### src/rtl/logic_unit_pipe_if.sv
// -----------------------------------------------------------------------------
// logic_unit_pipe_if
// Purpose : Groups the operand/op handshake, the result handshake and the
//           accepted-operation counter of logic_unit_pipe into one bundle.
// Signals : in_a, in_b, op, in_valid -> unit      in_ready      <- unit
//           out_z, out_valid, op_count <- unit    out_ready     -> unit
//           out_reduce <- unit (only with LOGIC_UNIT_PIPE_REDUCE_EN defined)
// Modports: master = producer/consumer side (testbench or upstream logic)
//           slave  = the logic unit itself
// -----------------------------------------------------------------------------
interface logic_unit_pipe_if #(
  parameter int WIDTH = 8
);
  logic [WIDTH-1:0] in_a;
  logic [WIDTH-1:0] in_b;
  logic [2:0]       op;
  logic             in_valid;
  logic             in_ready;
  logic [WIDTH-1:0] out_z;
  logic             out_valid;
  logic             out_ready;
  logic [15:0]      op_count;
`ifdef LOGIC_UNIT_PIPE_REDUCE_EN
  logic             out_reduce;
`endif

  modport master (
`ifdef LOGIC_UNIT_PIPE_REDUCE_EN
    input  out_reduce,
`endif
    output in_a, in_b, op, in_valid, out_ready,
    input  in_ready, out_z, out_valid, op_count
  );

  modport slave (
`ifdef LOGIC_UNIT_PIPE_REDUCE_EN
    output out_reduce,
`endif
    input  in_a, in_b, op, in_valid, out_ready,
    output in_ready, out_z, out_valid, op_count
  );
endinterface

### src/rtl/logic_unit_pipe.sv
// -----------------------------------------------------------------------------
// logic_unit_pipe
// Purpose : Bitwise logic unit (OR/AND/NAND/NOR/XOR/XNOR/NOT A/pass A) whose
//           results are written into a small output FIFO on acceptance and
//           drained with a valid/ready handshake. Counts accepted operations.
// Ports   : clk    - sole clock, rising edge
//           rst_n  - asynchronous active-low reset
//           bus    - logic_unit_pipe_if.slave (operands, op, handshakes,
//                    out_z, op_count, optional out_reduce)
// Params  : WIDTH  - operand/result width (1..32)
//           DEPTH  - output buffer entries (2 or 4)
// Option  : LOGIC_UNIT_PIPE_REDUCE_EN - adds out_reduce, the OR-reduction of
//           each result, stored alongside it in the FIFO.
// -----------------------------------------------------------------------------
module logic_unit_pipe #(
  parameter int WIDTH = 8,
  parameter int DEPTH = 2
) (
  input  logic                clk,
  input  logic                rst_n,
  logic_unit_pipe_if.slave    bus
);

  // DEPTH is 2 or 4, so pointers wrap naturally at their bit width.
  localparam int         PW       = (DEPTH > 2) ? 2 : 1;
  localparam logic [PW:0] CNT_FULL = (PW + 1)'(DEPTH);

  function automatic logic [WIDTH-1:0] f_logic(
    input logic [WIDTH-1:0] a,
    input logic [WIDTH-1:0] b,
    input logic [2:0]       sel
  );
    logic [WIDTH-1:0] r;
    case (sel)
      3'b000:  r = a | b;
      3'b001:  r = a & b;
      3'b010:  r = ~(a & b);
      3'b011:  r = ~(a | b);
      3'b100:  r = a ^ b;
      3'b101:  r = ~(a ^ b);
      3'b110:  r = ~a;
      default: r = a;
    endcase
    return r;
  endfunction

  logic [WIDTH-1:0] r_mem [DEPTH];
`ifdef LOGIC_UNIT_PIPE_REDUCE_EN
  logic             r_red_mem [DEPTH];
`endif
  logic [PW-1:0]    r_wptr;
  logic [PW-1:0]    r_rptr;
  logic [PW:0]      r_count;
  logic [15:0]      r_op_count;
  // Goes high on the first clock after reset release; keeps in_ready low
  // until then so nothing is accepted in the reset-release cycle.
  logic             r_live;

  logic             w_push;
  logic             w_pop;
  logic             w_nonempty;
  logic [WIDTH-1:0] w_result;

  assign w_nonempty = (r_count != '0);
  assign w_pop      = w_nonempty & bus.out_ready;
  // A pop in the same cycle frees a slot, so a full buffer can still accept.
  assign bus.in_ready = r_live & ((r_count != CNT_FULL) | w_pop);
  assign w_push     = bus.in_valid & bus.in_ready;
  assign w_result   = f_logic(bus.in_a, bus.in_b, bus.op);

  assign bus.out_valid = w_nonempty;
  assign bus.out_z     = w_nonempty ? r_mem[r_rptr] : '0;
  assign bus.op_count  = r_op_count;
`ifdef LOGIC_UNIT_PIPE_REDUCE_EN
  assign bus.out_reduce = w_nonempty ? r_red_mem[r_rptr] : 1'b0;
`endif

  // Control: pointers, occupancy, counter, post-reset enable
  always_ff @(posedge clk or negedge rst_n) begin
    if (!rst_n) begin
      r_wptr     <= '0;
      r_rptr     <= '0;
      r_count    <= '0;
      r_op_count <= '0;
      r_live     <= 1'b0;
    end else begin
      r_live <= 1'b1;
      if (w_push) begin
        r_wptr     <= r_wptr + PW'(1);
        r_op_count <= r_op_count + 16'd1;
      end
      if (w_pop) begin
        r_rptr <= r_rptr + PW'(1);
      end
      case ({w_push, w_pop})
        2'b10:   r_count <= r_count + (PW + 1)'(1);
        2'b01:   r_count <= r_count - (PW + 1)'(1);
        default: r_count <= r_count;
      endcase
    end
  end

  // Result storage: data only, gated at the output by occupancy
  always_ff @(posedge clk) begin
    if (w_push) begin
      r_mem[r_wptr] <= w_result;
`ifdef LOGIC_UNIT_PIPE_REDUCE_EN
      r_red_mem[r_wptr] <= |w_result;
`endif
    end
  end

endmodule

### src/flat_wrapper.sv
// flat-port wrapper written by rule: the top's interface ports become plain ports
module logic_unit_pipe_flat 
#(
  parameter int WIDTH = 8,
  parameter int DEPTH = 2
)
  (clk, rst_n, bus_in_a, bus_in_b, bus_op, bus_in_valid, bus_out_ready, bus_in_ready, bus_out_z, bus_out_valid, bus_op_count);
  logic_unit_pipe_if #(.WIDTH(WIDTH)) bus_i ();
  input  logic clk;
  input  logic rst_n;
  input wire logic [$bits(bus_i.in_a)-1:0] bus_in_a;
  input wire logic [$bits(bus_i.in_b)-1:0] bus_in_b;
  input wire logic [$bits(bus_i.op)-1:0] bus_op;
  input wire logic [$bits(bus_i.in_valid)-1:0] bus_in_valid;
  input wire logic [$bits(bus_i.out_ready)-1:0] bus_out_ready;
  output wire logic [$bits(bus_i.in_ready)-1:0] bus_in_ready;
  output wire logic [$bits(bus_i.out_z)-1:0] bus_out_z;
  output wire logic [$bits(bus_i.out_valid)-1:0] bus_out_valid;
  output wire logic [$bits(bus_i.op_count)-1:0] bus_op_count;
  assign bus_i.in_a = bus_in_a;
  assign bus_i.in_b = bus_in_b;
  assign bus_i.op = bus_op;
  assign bus_i.in_valid = bus_in_valid;
  assign bus_i.out_ready = bus_out_ready;
  assign bus_in_ready = bus_i.in_ready;
  assign bus_out_z = bus_i.out_z;
  assign bus_out_valid = bus_i.out_valid;
  assign bus_op_count = bus_i.op_count;
  logic_unit_pipe #(.WIDTH(WIDTH), .DEPTH(DEPTH)) u_core (.clk(clk), .rst_n(rst_n), .bus(bus_i));
endmodule
### config.mk
export PLATFORM = sky130hd
export DESIGN_NAME = logic_unit_pipe_flat
export DESIGN_NICKNAME = d
export VERILOG_FILES = /design/src/rtl/logic_unit_pipe_if.sv /design/src/rtl/logic_unit_pipe.sv /design/src/flat_wrapper.sv
export SDC_FILE = /design/constraint.sdc
export NUM_CORES = 1
export LEC_CHECK = 0
export CAP_MARGIN = 25
export CORE_MARGIN = 2
export CORE_UTILIZATION = 35
export DETAILED_ROUTE_END_ITERATION = 7
export GPL_TIMING_DRIVEN = 1
export MAX_ROUTING_LAYER = met4
export PLACE_DENSITY = 0.61
export SLEW_MARGIN = 20
export SYNTH_ARGS = -nofsm -noshare
export SYNTH_HDL_FRONTEND = slang
export SYNTH_SLANG_ARGS = --single-unit
### constraint.sdc
create_clock -name clk -period 1.6 [get_ports clk]
set_input_delay 0.32 -clock clk [delete_from_list [all_inputs] [get_ports clk]]
set_output_delay 0.32 -clock clk [all_outputs]
set_load 0.01 [all_outputs]
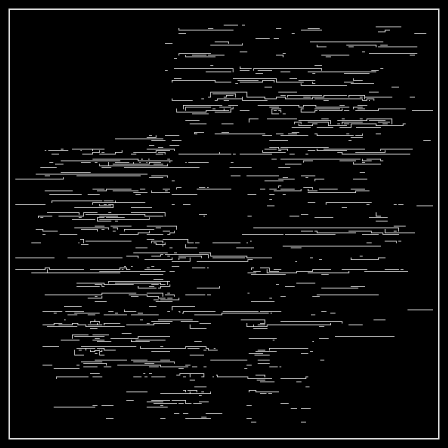
Fig. 1. M1 wires.
longest straight run: 29.4 microns
wire length on this layer: 2360 microns
nets with wire on the layer: 322
main direction: horizontal

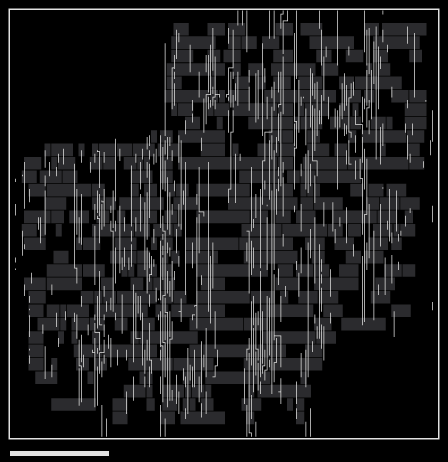
Fig. 2. Metal 2.
The bar under the picture is 20 microns long. Cells faint in the background.
main direction: vertical
longest straight run: 41.1 microns
nets with wire on the layer: 319

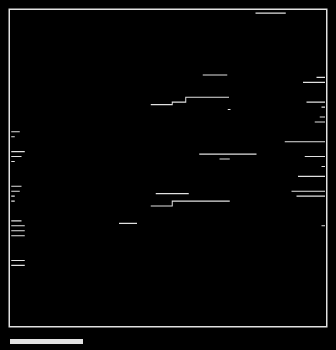
Fig. 3. Signal wires on met3.
The bar under the picture is 20 microns long.
main direction: horizontal
nets with wire on the layer: 33
longest straight run: 15.6 microns
share of all routed wire: 3.5%

==> results.cfg <==
; implementation run metrics
[timing]
rsz0062_at_grt = yes
hold_viol_final = 0
finalClockSkew_ps = 9.47
setup_ws_ps = -64.9
setup_viol = 14

[floorplanning]
fp.dieW_microns = 86.9
chipArea_sq_mm = 0.00755

[cells_and_area]
area_share_nonclk_buffers_pct = 25.5
n_all_inverters = 20
instances_no_fill = 404
drive_gt1_share_pct = 35.2

[run_status]
violations = setup timing
outcome = finished with violations

[pwr]
p_per_area_mw_per_mm2 = 1060
swShare_pct = 33.0

[critical_path]
worst_setup_path_end_kind = register
cp-start-kind = register
cpMaxStageDelayCell = or3b_4

[clock_tree]
cts_buffers = 5

[job]
cap_viol_max_count = 0
per-layer routing:
layer | track usage (%) | wire length [microns]
met1 | 18.4 | 2360
met4 | 4.26 | 63
met2 | 23.7 | 2650
met3 | 2.75 | 185
met5 | - | 0
cell usage after synthesis:
cell / instances / area [sq um]
mux4_2: 4 / 90.1
nand3_1: 6 / 30.0
o21a_1: 1 / 7.51
or3b_1: 1 / 8.76
inv_1: 19 / 71.3
buf_6: 1 / 11.3
nor2b_1: 1 / 6.26
ha_1: 18 / 225
buf_2: 7 / 35.0
buf_4: 3 / 22.5
nand4_2: 1 / 12.5
nand2b_1: 1 / 6.26
xnor2_1: 12 / 105
a2bb2oi_1: 2 / 17.5
o211ai_1: 6 / 45.0
and3_1: 3 / 18.8
clkinv_2: 1 / 5.00
mux2i_1: 12 / 120
and4_1: 2 / 17.5
nor2_1: 24 / 90.1
conb_1: 1 / 3.75
xor2_1: 9 / 78.8
a211oi_1: 3 / 22.5
nand2_1: 13 / 48.8
nor4_2: 2 / 25.0
nand4_1: 2 / 12.5
mux2_2: 3 / 33.8
nand4bb_1: 1 / 11.3
nand3b_1: 4 / 30.0
dfrtp_1: 21 / 526
and4b_4: 1 / 13.8
nor3_1: 3 / 15.0
edfxtp_1: 16 / 480
and2_1: 2 / 12.5
a21o_1: 7 / 52.6
and3_4: 1 / 11.3
o21ai_0: 6 / 30.0
a21oi_1: 10 / 50.1
sequential cells by signal, indices dropped and copies added, names as in the netlist:
register / count
u_core.bus.op_count: 16
u_core.r_mem: 16
u_core.r_count: 2
u_core.r_live: 1
u_core.r_rptr: 1
u_core.r_wptr: 1
worst max-delay path, delay by kind of cell (launching register included):
family,cells,cell delay [ps]
XOR/XNOR,1,160
adder cells (fa/ha/maj),1,200
buffers and inverters,2,140
flip-flops,1,390
AND/OR/NAND/NOR,3,710
